==> config.mk <==
export PLATFORM = sky130hd
export DESIGN_NAME = team_08_wb_arbiter
export DESIGN_NICKNAME = d
export VERILOG_FILES = /design/src/rtl/team_08_wb_arbiter.sv
export SDC_FILE = /design/constraint.sdc
export NUM_CORES = 1
export LEC_CHECK = 0
export ABC_AREA = 1
export CORE_AREA = 4 4 120 122
export CTS_CLUSTER_DIAMETER = 60
export DETAILED_ROUTE_END_ITERATION = 16
export DIE_AREA = 0 0 124 126
export PLACE_DENSITY_LB_ADDON = 0.1
export SLEW_MARGIN = 20
export SYNTH_ARGS = -nofsm -noshare
export SYNTH_HDL_FRONTEND = slang
export SYNTH_SLANG_ARGS = --single-unit
==> constraint.sdc <==
create_clock -name wb_clk_i -period 1.4 [get_ports wb_clk_i]
set_input_delay 0.21 -clock wb_clk_i [delete_from_list [all_inputs] [get_ports wb_clk_i]]
set_output_delay 0.21 -clock wb_clk_i [all_outputs]
set_load 0.01 [all_outputs]
==> src/rtl/team_08_wb_arbiter.sv <==
// Two-master round-robin Wishbone arbiter, whole-cycle grants.
// Optional watchdog abort built when TEAM_08_ARB_TIMEOUT_EN is defined.
module team_08_wb_arbiter #(
  parameter int ADDR_W  = 32,
  parameter int DATA_W  = 32,
  parameter int TIMEOUT = 255
) (
  input  logic                wb_clk_i,
  input  logic                wb_rst_i,
  input  logic                m0_cyc_i,
  input  logic                m0_stb_i,
  input  logic                m0_we_i,
  input  logic [DATA_W/8-1:0] m0_sel_i,
  input  logic [ADDR_W-1:0]   m0_adr_i,
  input  logic [DATA_W-1:0]   m0_dat_i,
  output logic [DATA_W-1:0]   m0_dat_o,
  output logic                m0_ack_o,
  output logic                m0_err_o,
  input  logic                m1_cyc_i,
  input  logic                m1_stb_i,
  input  logic                m1_we_i,
  input  logic [DATA_W/8-1:0] m1_sel_i,
  input  logic [ADDR_W-1:0]   m1_adr_i,
  input  logic [DATA_W-1:0]   m1_dat_i,
  output logic [DATA_W-1:0]   m1_dat_o,
  output logic                m1_ack_o,
  output logic                m1_err_o,
  output logic                s_cyc_o,
  output logic                s_stb_o,
  output logic                s_we_o,
  output logic [DATA_W/8-1:0] s_sel_o,
  output logic [ADDR_W-1:0]   s_adr_o,
  output logic [DATA_W-1:0]   s_dat_o,
  input  logic [DATA_W-1:0]   s_dat_i,
  input  logic                s_ack_i,
  output logic [1:0]          grant_o
);

  typedef enum logic [1:0] {
    IDLE = 2'd0,
    GNT0 = 2'd1,
    GNT1 = 2'd2
`ifdef TEAM_08_ARB_TIMEOUT_EN
    , ABORT = 2'd3
`endif
  } state_t;

  state_t state_q, state_d;
  // last_q: 0 = m0 last owned the bus, 1 = m1
  logic   last_q, last_d;
  logic   wd_fire;

`ifdef TEAM_08_ARB_TIMEOUT_EN
  logic [15:0] cnt_q, cnt_d;
  logic        stalled;

  // owner holds a strobe the slave has not acked
  always_comb begin
    stalled = 1'b0;
    if (state_q == GNT0)
      stalled = m0_cyc_i && m0_stb_i && !s_ack_i;
    else if (state_q == GNT1)
      stalled = m1_cyc_i && m1_stb_i && !s_ack_i;
    wd_fire = stalled && (cnt_q == 16'(TIMEOUT - 1));
    cnt_d   = (stalled && !wd_fire) ? cnt_q + 16'd1 : 16'd0;
  end

  // watchdog counter register
  always_ff @(posedge wb_clk_i) begin
    if (wb_rst_i) cnt_q <= '0;
    else          cnt_q <= cnt_d;
  end
`else
  logic unused_timeout;
  assign unused_timeout = (TIMEOUT != 0);
  assign wd_fire = 1'b0;
`endif

  // state and round-robin history register
  always_ff @(posedge wb_clk_i) begin
    if (wb_rst_i) begin
      state_q <= IDLE;
      last_q  <= 1'b1;
    end else begin
      state_q <= state_d;
      last_q  <= last_d;
    end
  end

  // arbitration and release decisions
  always_comb begin
    state_d = state_q;
    last_d  = last_q;
    unique case (state_q)
      IDLE: begin
        if (m0_cyc_i && m1_cyc_i) begin
          state_d = last_q ? GNT0 : GNT1;
          last_d  = ~last_q;
        end else if (m0_cyc_i) begin
          state_d = GNT0;
          last_d  = 1'b0;
        end else if (m1_cyc_i) begin
          state_d = GNT1;
          last_d  = 1'b1;
        end
      end
      GNT0: begin
        if (!m0_cyc_i) state_d = IDLE;
`ifdef TEAM_08_ARB_TIMEOUT_EN
        else if (wd_fire) state_d = ABORT;
`endif
      end
      GNT1: begin
        if (!m1_cyc_i) state_d = IDLE;
`ifdef TEAM_08_ARB_TIMEOUT_EN
        else if (wd_fire) state_d = ABORT;
`endif
      end
      default: state_d = IDLE;
    endcase
  end

  // bus steering for the current owner
  always_comb begin
    s_cyc_o  = 1'b0;
    s_stb_o  = 1'b0;
    s_we_o   = 1'b0;
    s_sel_o  = '0;
    s_adr_o  = '0;
    s_dat_o  = '0;
    m0_dat_o = '0;
    m0_ack_o = 1'b0;
    m0_err_o = 1'b0;
    m1_dat_o = '0;
    m1_ack_o = 1'b0;
    m1_err_o = 1'b0;
    grant_o  = 2'b00;
    unique case (state_q)
      GNT0: begin
        s_cyc_o  = m0_cyc_i;
        s_stb_o  = m0_stb_i;
        s_we_o   = m0_we_i;
        s_sel_o  = m0_sel_i;
        s_adr_o  = m0_adr_i;
        s_dat_o  = m0_dat_i;
        m0_ack_o = s_ack_i;
        m0_dat_o = s_dat_i;
        grant_o  = 2'b01;
      end
      GNT1: begin
        s_cyc_o  = m1_cyc_i;
        s_stb_o  = m1_stb_i;
        s_we_o   = m1_we_i;
        s_sel_o  = m1_sel_i;
        s_adr_o  = m1_adr_i;
        s_dat_o  = m1_dat_i;
        m1_ack_o = s_ack_i;
        m1_dat_o = s_dat_i;
        grant_o  = 2'b10;
      end
`ifdef TEAM_08_ARB_TIMEOUT_EN
      ABORT: begin
        m0_err_o = ~last_q;
        m1_err_o = last_q;
      end
`endif
      default: ;
    endcase
  end

endmodule

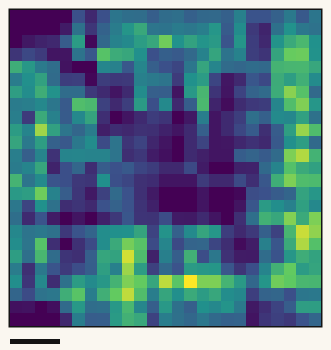
run_1/route_heat.png
Bar = 20 µm. The die is cut into 25 by 25 equal tiles; dark purple is low, yellow is high, scaled to the fullest tile. Values are wire area over tile area, all layers added.
fullest tile = 0.45
tiles over half the peak = 26%
emptiest ninth of the die = center
nearly empty tiles = 6.1%
densest ninth of the die = bottom center
mean over tiles = 0.15

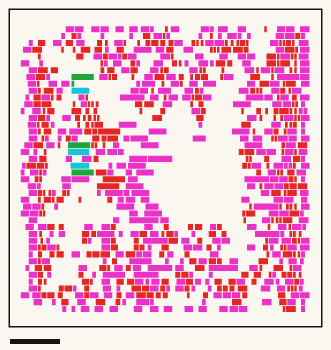
run_1/class_map.png
Bar = 20 µm.
cyan -> registers  # cells 3
magenta -> remaining buffers and delay cells  # cells 391
green -> clock drivers and dummy loads  # cells 4
red -> remaining logic cells  # cells 375

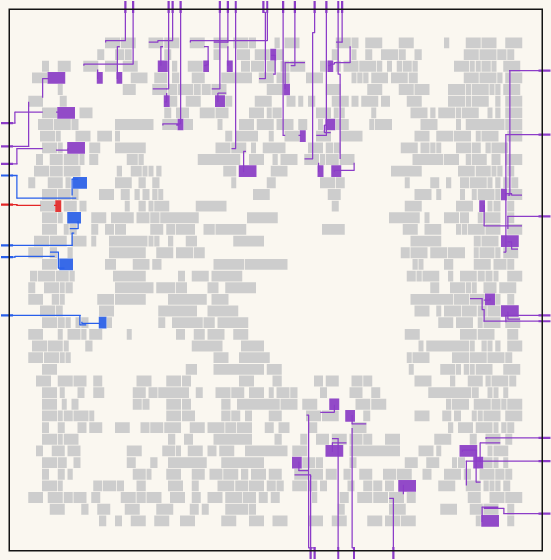
run_1/port_trees.png
blue -> s_sel_o  # bits 4, direction output, end cells 4, buffers 4, wire 87.6 µm
red -> m1_we_i  # bits 1, direction input, end cells 1, buffers 1, wire 7.30 µm
purple -> m1_adr_i  # bits 32, direction input, end cells 32, buffers 32, wire 847 µm

==> impl_metrics.toml, run 1 <==
# yosys + openroad results
[flow_run]
tool_warnings = 33
maxCapViolations = 0

[cells_and_area]
drive_gt1_frac = 0.5912
mostFrequentLayoutCell = "clkdlybuf4s50_1"
most-common-layout-cells = "clkdlybuf4s50_1, buf_2, nand2_1"
fillerInstances = 1326
fin_util = 0.5068
area_delta_synth_final_pct = 226.8
design_area_um2 = 6685
nets = 956
antenna_cells = 0

[timing]
fin_skew_ps = 0.5061
fmaxAchievable_ghz = 0.5556
fin_crit_sh = 1.286
final_hold_viol_count = 0
layout_setup_ws_ps = -399.8
rsz0062_at_grt = "true"
hold_slack_ps = 498.3
slew_violations = 0
setup_viol = 140
setup_tns_ps = -40160

[grt]
grt_max_degree = 19
grt_use_total = 0.1668
grt_pass1_wl_mm = 20.49

[clocking]
cts_root_buf = "clkbuf_16"
cts_sinks = 3
cts_tree = "yes"
clkTransAtPathRegs_ps = 30

[placed_design]
place_area_um2 = 5489
dpl_worst_slack_ps = -579.6
dpl.hpwl_mm = 10.48
place.gp.congestion = 0.7894

[routing]
wl_per_cell_um = 15.60
viasPerCell = 4.105
via_count = 3896
drtAntennaViolNets = 0
firstDrtPassIters = 4
drtIter0Drc = 81
drt-total-wl_mm = 14.81

[setup_path]
startpoint = "state_q[0]"
cp_top_family = "buffers and inverters"
regToRegSetupSlack_ps = -200
worstSetupPathDepth = 7
reg2reg_to = "state_q[0]"
path_max_fanout = 8
startpoint_type = "flip-flop"
r2r_cells = 12
rr_startpoint = "state_q[1]"

[pwr]
leakage_uw = 0.003431
ir_drop_mv = 0.3964

[yosys]
synth_top_area_share = 0.3394
topCellsByArea = "nand2_1, inv_1, a21oi_2"
yosys.stat.seqShare = 0.02936
top_area_cell = "nand2_1"
syn_area_um2 = 2046
yosysCellCount = 410
avgSynthCellArea_um2 = 4.990
syn_inst = 410
ys_ff = 3
synth_cell_type_count = 17

[die]
fp.dieH_um = 126
dieArea_um2 = 15620
io-pin-count = 318
core_area_um2 = 13190

[outcome]
status = "finished with violations"
violations = "negative setup slack"

[hold_path]
hold-path-cell-count = 2
worst_hold_path.endpoint = "state_q[0]"
min-delay-start = "state_q[0]"
hp-class = "reg2reg"
run 1: worst register-to-register path: cells and delay by family (launching register included):
family          cells  cell delay [ps]
simple gates        4              210
compound gates      1              120
fa+ha+maj           1              180
buf+inv             6              660
flops               1              360
run 1: synth_stat cells, drive strengths merged:
master  number
o21ai        1
ha           5
inv         73
buf         30
a21oi       74
dfxtp        3
conb         1
nor2         3
clkbuf       3
nand2      215
nand3        2
run 1: per-layer routing:
layer	global-route usage	wire [µm]
met1	0.1674	4878
met2	0.3385	8320
met3	0.04215	1447
met4	0.02964	158
met5	0	0
run 1: cells by family after synthesis:
group / share of synthesized area
AND-OR/OR-AND: 0.2385
adder cells (fa/ha/maj): 0.03058
buffers and inverters: 0.2581
flip-flops: 0.02936
other: 0.001833
AND/OR/NAND/NOR: 0.4416
run 1: state kept, by name (all words and copies together), names as in the netlist:
| register | flops |
|---|---|
| state_q | 2 |
| last_q | 1 |
run 1: power by group:
part	switching, µW	internal, µW	total (µW)
registers	10.2	99.2	109
clock network	77.2	376	453
logic	1480	1790	3270
total	1570	2270	3830
run 1: final cells by class:
class,instances,area (µm²),area share
well taps,176,220.2,0.03294
multi-input cells,302,2100,0.3141
clock buffers,4,78.83,0.01179
flip-flops and latches,3,65.06,0.009732
repair buffers,391,3943,0.5897
inverters,73,279.0,0.04174
run 1: per-stage QoR:
| step | instances | total power [µW] |
|---|---|---|
| 4_1_cts | 940 | 3512 |
| 6_report | 949 | 3834 |
| 3_5_place_dp | 895 | 2400 |
| 2_1_floorplan | 411 | 1064 |
| 3_3_place_gp | 895 | 2390 |
| 5_1_grt | 949 | 4071 |
run 1: what timing repair did:
item,CTS,global route
endpoints found under the setup margin,141,139
endpoints found under the hold margin,0,0
pin swaps,28,36
gates cloned,12,3
setup buffers,29,11
gates resized,714,177
--- run 2 (diff from run 1) ---
--- a/config.mk
+++ b/config.mk
@@ -10,6 +10,7 @@
 export CTS_CLUSTER_DIAMETER = 60
 export DETAILED_ROUTE_END_ITERATION = 16
 export DIE_AREA = 0 0 124 126
+export HOLD_SLACK_MARGIN = 0.15
 export PLACE_DENSITY_LB_ADDON = 0.1
 export SLEW_MARGIN = 20
 export SYNTH_ARGS = -nofsm -noshare
==> impl_metrics.toml, run 2 <==
# yosys + openroad results
[yosys]
synth-async-reset-ratio = 0
avgSynthCellArea_um2 = 4.990
top_area_cell = "nand2_1"
topCellsByArea = "nand2_1, inv_1, a21oi_2"
yosysCellCount = 410
synth_top_area_share = 0.3394
ys_sh_simple = 0.4416
ys_ff = 3
yosys.stat.seqShare = 0.02936
synth_cell_type_count = 17
syn_area_um2 = 2046
syn_inst = 410
yosys.cell_count.top_type = "nand2_1"
common_cells = "nand2_1, inv_1, a21oi_1"
synth-xor-area-share = 0
ys_sh_mux = 0
top_logic_kind = "simple AND/OR/NAND/NOR gates"
edf_count = 0
fa_ha_area_frac = 0.03058
aoi_share = 0.2385
ff_type = "dfxtp_1"

[grt]
antenna_found_initial = 0
grt_pass1_wl_mm = 20.49
grt_pass1_vias = 3883

[cells_and_area]
regMostFlops = "state_q"
nets = 956
drive_gt1_frac = 0.5912
antenna_cells = 0
most-common-layout-cells = "clkdlybuf4s50_1, buf_2, nand2_1"
top_regs = "state_q: 2 flops, last_q: 1 flops"
area_delta_synth_final_pct = 226.8
mostFrequentLayoutCell = "clkdlybuf4s50_1"
largest_reg_flops = 2

[pwr]
p_clk_uw = 453
p_comb_uw = 3270
p_clk_frac = 0.118
powerDensity_nw_per_um2 = 573.5
power_uw = 3834
sequentialPower_uw = 109
swShare = 0.4092
p_comb_frac = 0.853
p_int_uw = 2265
leakage_uw = 0.003431
p_seq_frac = 0.029
maxPowerGroup = "combinational logic"
p_switching_uw = 1569
ir_drop_mv = 0.3964

[placed_design]
dpl_worst_slack_ps = -579.6
dpl.hpwl_mm = 10.48
place.gp.congestion = 0.7894

[clocking]
cts_inserted_buffers = 3
cts_tree = "yes"
cts_sinks = 3
ctsResizeCount = 714
clkTransAtPathRegs_ps = 30

[flow_run]
maxCapViolations = 0
tool_warnings = 33

[die]
core_area_um2 = 13190
fp.dieH_um = 126
dieArea_um2 = 15620

[timing]
setup_viol = 140
fin_crit_sh = 1.286
fmaxAchievable_ghz = 0.5556
layout_setup_ws_ps = -399.8
fin_skew_ps = 0.5061
slew_violations = 0
hold_slack_ps = 498.3
rsz0062_at_grt = "true"
final_hold_viol_count = 0

[setup_path]
startpoint_type = "flip-flop"
required_ps = 1190
path_max_fanout = 8
criticalPathCategory = "reg2out"

[routing]
via_count = 3896
drtAntennaViolNets = 0
drt-total-wl_mm = 14.81
viasPerCell = 4.105
drtIter0Drc = 81
firstDrtPassIters = 4
wl_per_cell_um = 15.60

[outcome]
status = "finished with violations"
violations = "negative setup slack"

[hold_path]
hp-class = "reg2reg"
[run 2: cell counts after synthesis]
Identical to the previous run, type by type.
[run 2: stage by stage]
stage	cells	area (µm²)	TNS (ps)	util
final	949	6685	-40160	0.5068
after global routing	949	6685	-47860	0.5068
after CTS	940	6032	-42160	0.4573
after detailed placement	895	5489	-63850	0.4161
after global placement	895	5489	-62050	0.4161
after floorplan	411	2049	-252.7	-
[run 2: final timing paths]
path | startpoint | endpoint | slack [ps] | depth (start not counted)
min reg2reg | state_q[0] | state_q[0] | 500 | 2
max reg2reg | state_q[1] | state_q[0] | -200 | 12
min | state_q[0] | state_q[0] | 500 | 2
max | state_q[0] | s_adr_o[0] | -400 | 7
[run 2: cell families after synthesis]
| group | count (synthesis) |
|---|---|
| other | 1 |
| flip-flops | 3 |
| AND-OR/OR-AND | 75 |
| AND/OR/NAND/NOR | 220 |
| buffers and inverters | 106 |
| adder cells (fa/ha/maj) | 5 |
[run 2: layout make-up]
type | count | area, µm²
tap | 176 | 220.2
clock buffer | 4 | 78.83
fill | 1326 | 6505
multi-input combinational | 302 | 2100
timing repair buffer | 391 | 3943
inverter | 73 | 279.0
sequential | 3 | 65.06
[run 2: routing by layer]
layer | vias up | global-route usage | wire length, µm
li1 | 1939 | - | -
met3 | 11 | 0.04215 | 1447
met1 | 1764 | 0.1674 | 4878
met2 | 182 | 0.3385 | 8320
met5 | - | 0 | 0
met4 | 0 | 0.02964 | 158
[run 2: worst max-delay path, cell delays in order (launching register included)]
cell,delay [ps]
dfxtp_2,350
buf_6,110
ha_4,140
buf_12,150
bufbuf_16,270
nand2_2,50
a21oi_2,140
buf_2,150
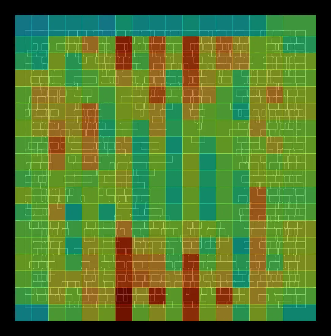
run_2/congestion_map.png
met3 Usage GRT: 0.04215
grt peak-use layer: met2
Final Util: 0.5068
Total GRT Usage: 0.1668
met1 Resource Use GR: 0.1674

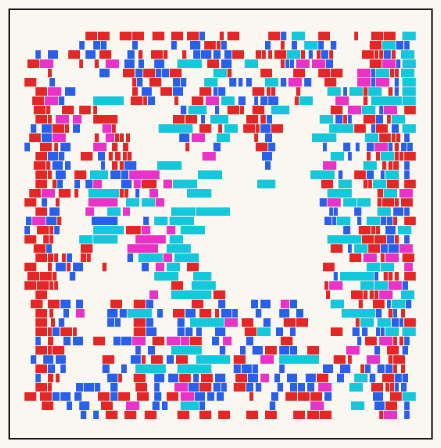
run_2/sizing.png
magenta -> x3 and x4  # cells 70, share 9.1%, most used nand2_4
blue -> x2  # cells 280, share 36%, most used buf_2
red -> x1 and smaller  # cells 316, share 41%, most used clkdlybuf4s50_1
cyan -> x6 and larger  # cells 107, share 14%, most used buf_6

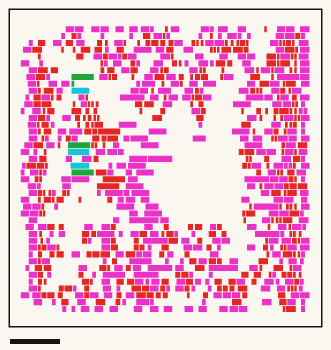
run_2/class_map.png
Bar = 20 µm.
green -> clock drivers and dummy loads  # cells 4
red -> remaining logic cells  # cells 375
cyan -> registers  # cells 3
magenta -> remaining buffers and delay cells  # cells 391

--- run 3 (diff from run 2) ---
--- a/config.mk
+++ b/config.mk
@@ -6,12 +6,12 @@
 export NUM_CORES = 1
 export LEC_CHECK = 0
 export ABC_AREA = 1
-export CORE_AREA = 4 4 120 122
+export CORE_AREA = 3 3 122 124
 export CTS_CLUSTER_DIAMETER = 60
 export DETAILED_ROUTE_END_ITERATION = 16
-export DIE_AREA = 0 0 124 126
+export DIE_AREA = 0 0 125 127
 export HOLD_SLACK_MARGIN = 0.15
-export PLACE_DENSITY_LB_ADDON = 0.1
+export PLACE_DENSITY = 0.66
 export SLEW_MARGIN = 20
 export SYNTH_ARGS = -nofsm -noshare
 export SYNTH_HDL_FRONTEND = slang
==> impl_metrics.toml, run 3 <==
# yosys + openroad results
[outcome]
status = "finished with violations"
violations = "negative setup slack"

[timing]
setup_viol = 139
hold_slack_ps = 525.8
layout_setup_ws_ps = -406.6
fmaxAchievable_ghz = 0.5535
slew_violations = 0
fin_crit_sh = 1.290

[cells_and_area]
area_delta_synth_final_pct = 216.3
fillerInstances = 1410
drive_gt1_frac = 0.4897
nets = 961

[yosys]
common_cells = "nand2_1, inv_1, a21oi_1"
synth-xor-area-share = 0
synth-async-reset-ratio = 0
top_logic_kind = "simple AND/OR/NAND/NOR gates"
top_area_cell = "nand2_1"
topCellsByArea = "nand2_1, inv_1, a21oi_2"
aoi_share = 0.2385
syn_area_um2 = 2046

[setup_path]
crit_chain = "inv_4 -> buf_6 -> ha_4 -> buf_12 -> buf_12 -> buf_4 -> nand2_1 -> inv_1 -> buf_2"
r2r_cells = 12
crit_top_cell = "buf_12"
crit_slowest_cell = "dfxtp_2"
startpoint = "state_q[1]"
endpoint = "m0_dat_o[25]"

[grt]
grt_use_total = 0.1682
grt_pass1_wl_mm = 21.31

[pwr]
p_comb_frac = 0.855
p_seq_frac = 0.028
leakage_uw = 0.003305
sequentialPower_uw = 107

[hold_path]
min-delay-start = "last_q"
worst_hold_path.endpoint = "last_q"

[die]
core_area_um2 = 13880
dieArea_um2 = 15880

[routing]
highest_layer = "met4"
via_count = 3905

[clocking]
cts_sinks = 3
clkTransAtPathRegs_ps = 30
cts_tree = "yes"

[flow_run]
tool_warnings = 33
==> run 3: cell types whose count changed in the layout (fill, tap and decap cells not counted), moves of 3 or more <==
cell           before  now
nand2_1            86  133
nand2_4            45   19
nand2_2            84   63
a21oi_1            12   25
a21oi_2            62   49
inv_2              39   26
inv_1              32   44
buf_16              8   15
buf_2              92   98
dlygate4sd2_1       0    6
buf_4              19   14
buf_6              65   60
buf_8               7    2
buf_12             19   16
==> run 3: final cells by class <==
cell class / instances / area [µm²] / area share
repair buffers: 396 / 4021 / 0.6215
multi-input cells: 302 / 1795 / 0.2775
inverters: 73 / 284.0 / 0.04390
well taps: 180 / 225.2 / 0.03481
clock buffers: 4 / 78.83 / 0.01218
flip-flops and latches: 3 / 62.56 / 0.009669
diodes: 1 / 2.502 / 0.0003868
==> run 3: worst max-delay path, delay by kind of cell (launching register included) <==
family	cells	cell delay [ps]
and+or+nand+nor	1	60
DFF	1	350
buffers and inverters	7	770
adders and majority gates	1	180
==> run 3: layer usage <==
layer,GRT usage,up-vias
li1,-,1956
met2,0.3186,191
met3,0.02717,19
met5,0,-
met1,0.2034,1739
met4,0.02615,0
==> run 3: per-stage QoR <==
stage	std cells	total power (µW)	cell area [µm²]	TNS [ps]	utilization
after floorplan	411	1064	2049	-252.7	-
after global placement	905	2459	5564	-61950	0.4008
after detailed placement	905	2465	5564	-63520	0.4008
after CTS	948	3655	6042	-45430	0.4353
after global routing	959	4124	6470	-51850	0.4661
final	959	3883	6470	-43330	0.4661
==> run 3: timing repair <==
item                                    CTS  global route
resized                                 621           119
buffers inserted                         22            11
pin swaps                                14            18
gates cloned                             17             4
endpoints found under the setup margin  141           141
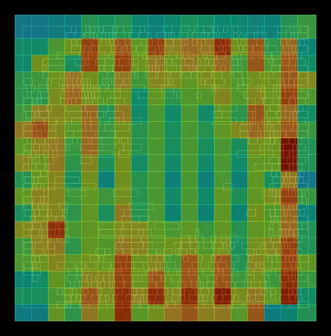
run_3/congestion_map.png
M2 GR Usage: 0.3186
met3 Usage GRT: 0.02717

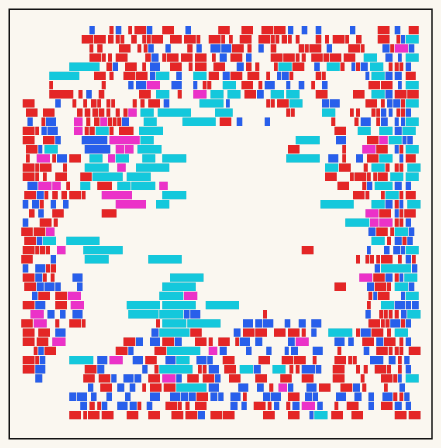
run_3/sizing.png
blue -> x2  # cells 241, share 31%, most used buf_2
magenta -> x3 and x4  # cells 38, share 4.9%, most used nand2_4
cyan -> x6 and larger  # cells 102, share 13%, most used buf_6
red -> x1 and smaller  # cells 397, share 51%, most used clkdlybuf4s50_1

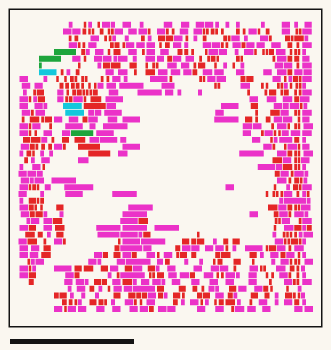
run_3/class_map.png
Bar = 50 µm.
magenta -> remaining buffers and delay cells  # cells 396
green -> clock drivers and dummy loads  # cells 4
cyan -> registers  # cells 3
red -> remaining logic cells  # cells 375

Power figures rest on the tool's default switching activity, not on a simulated workload.
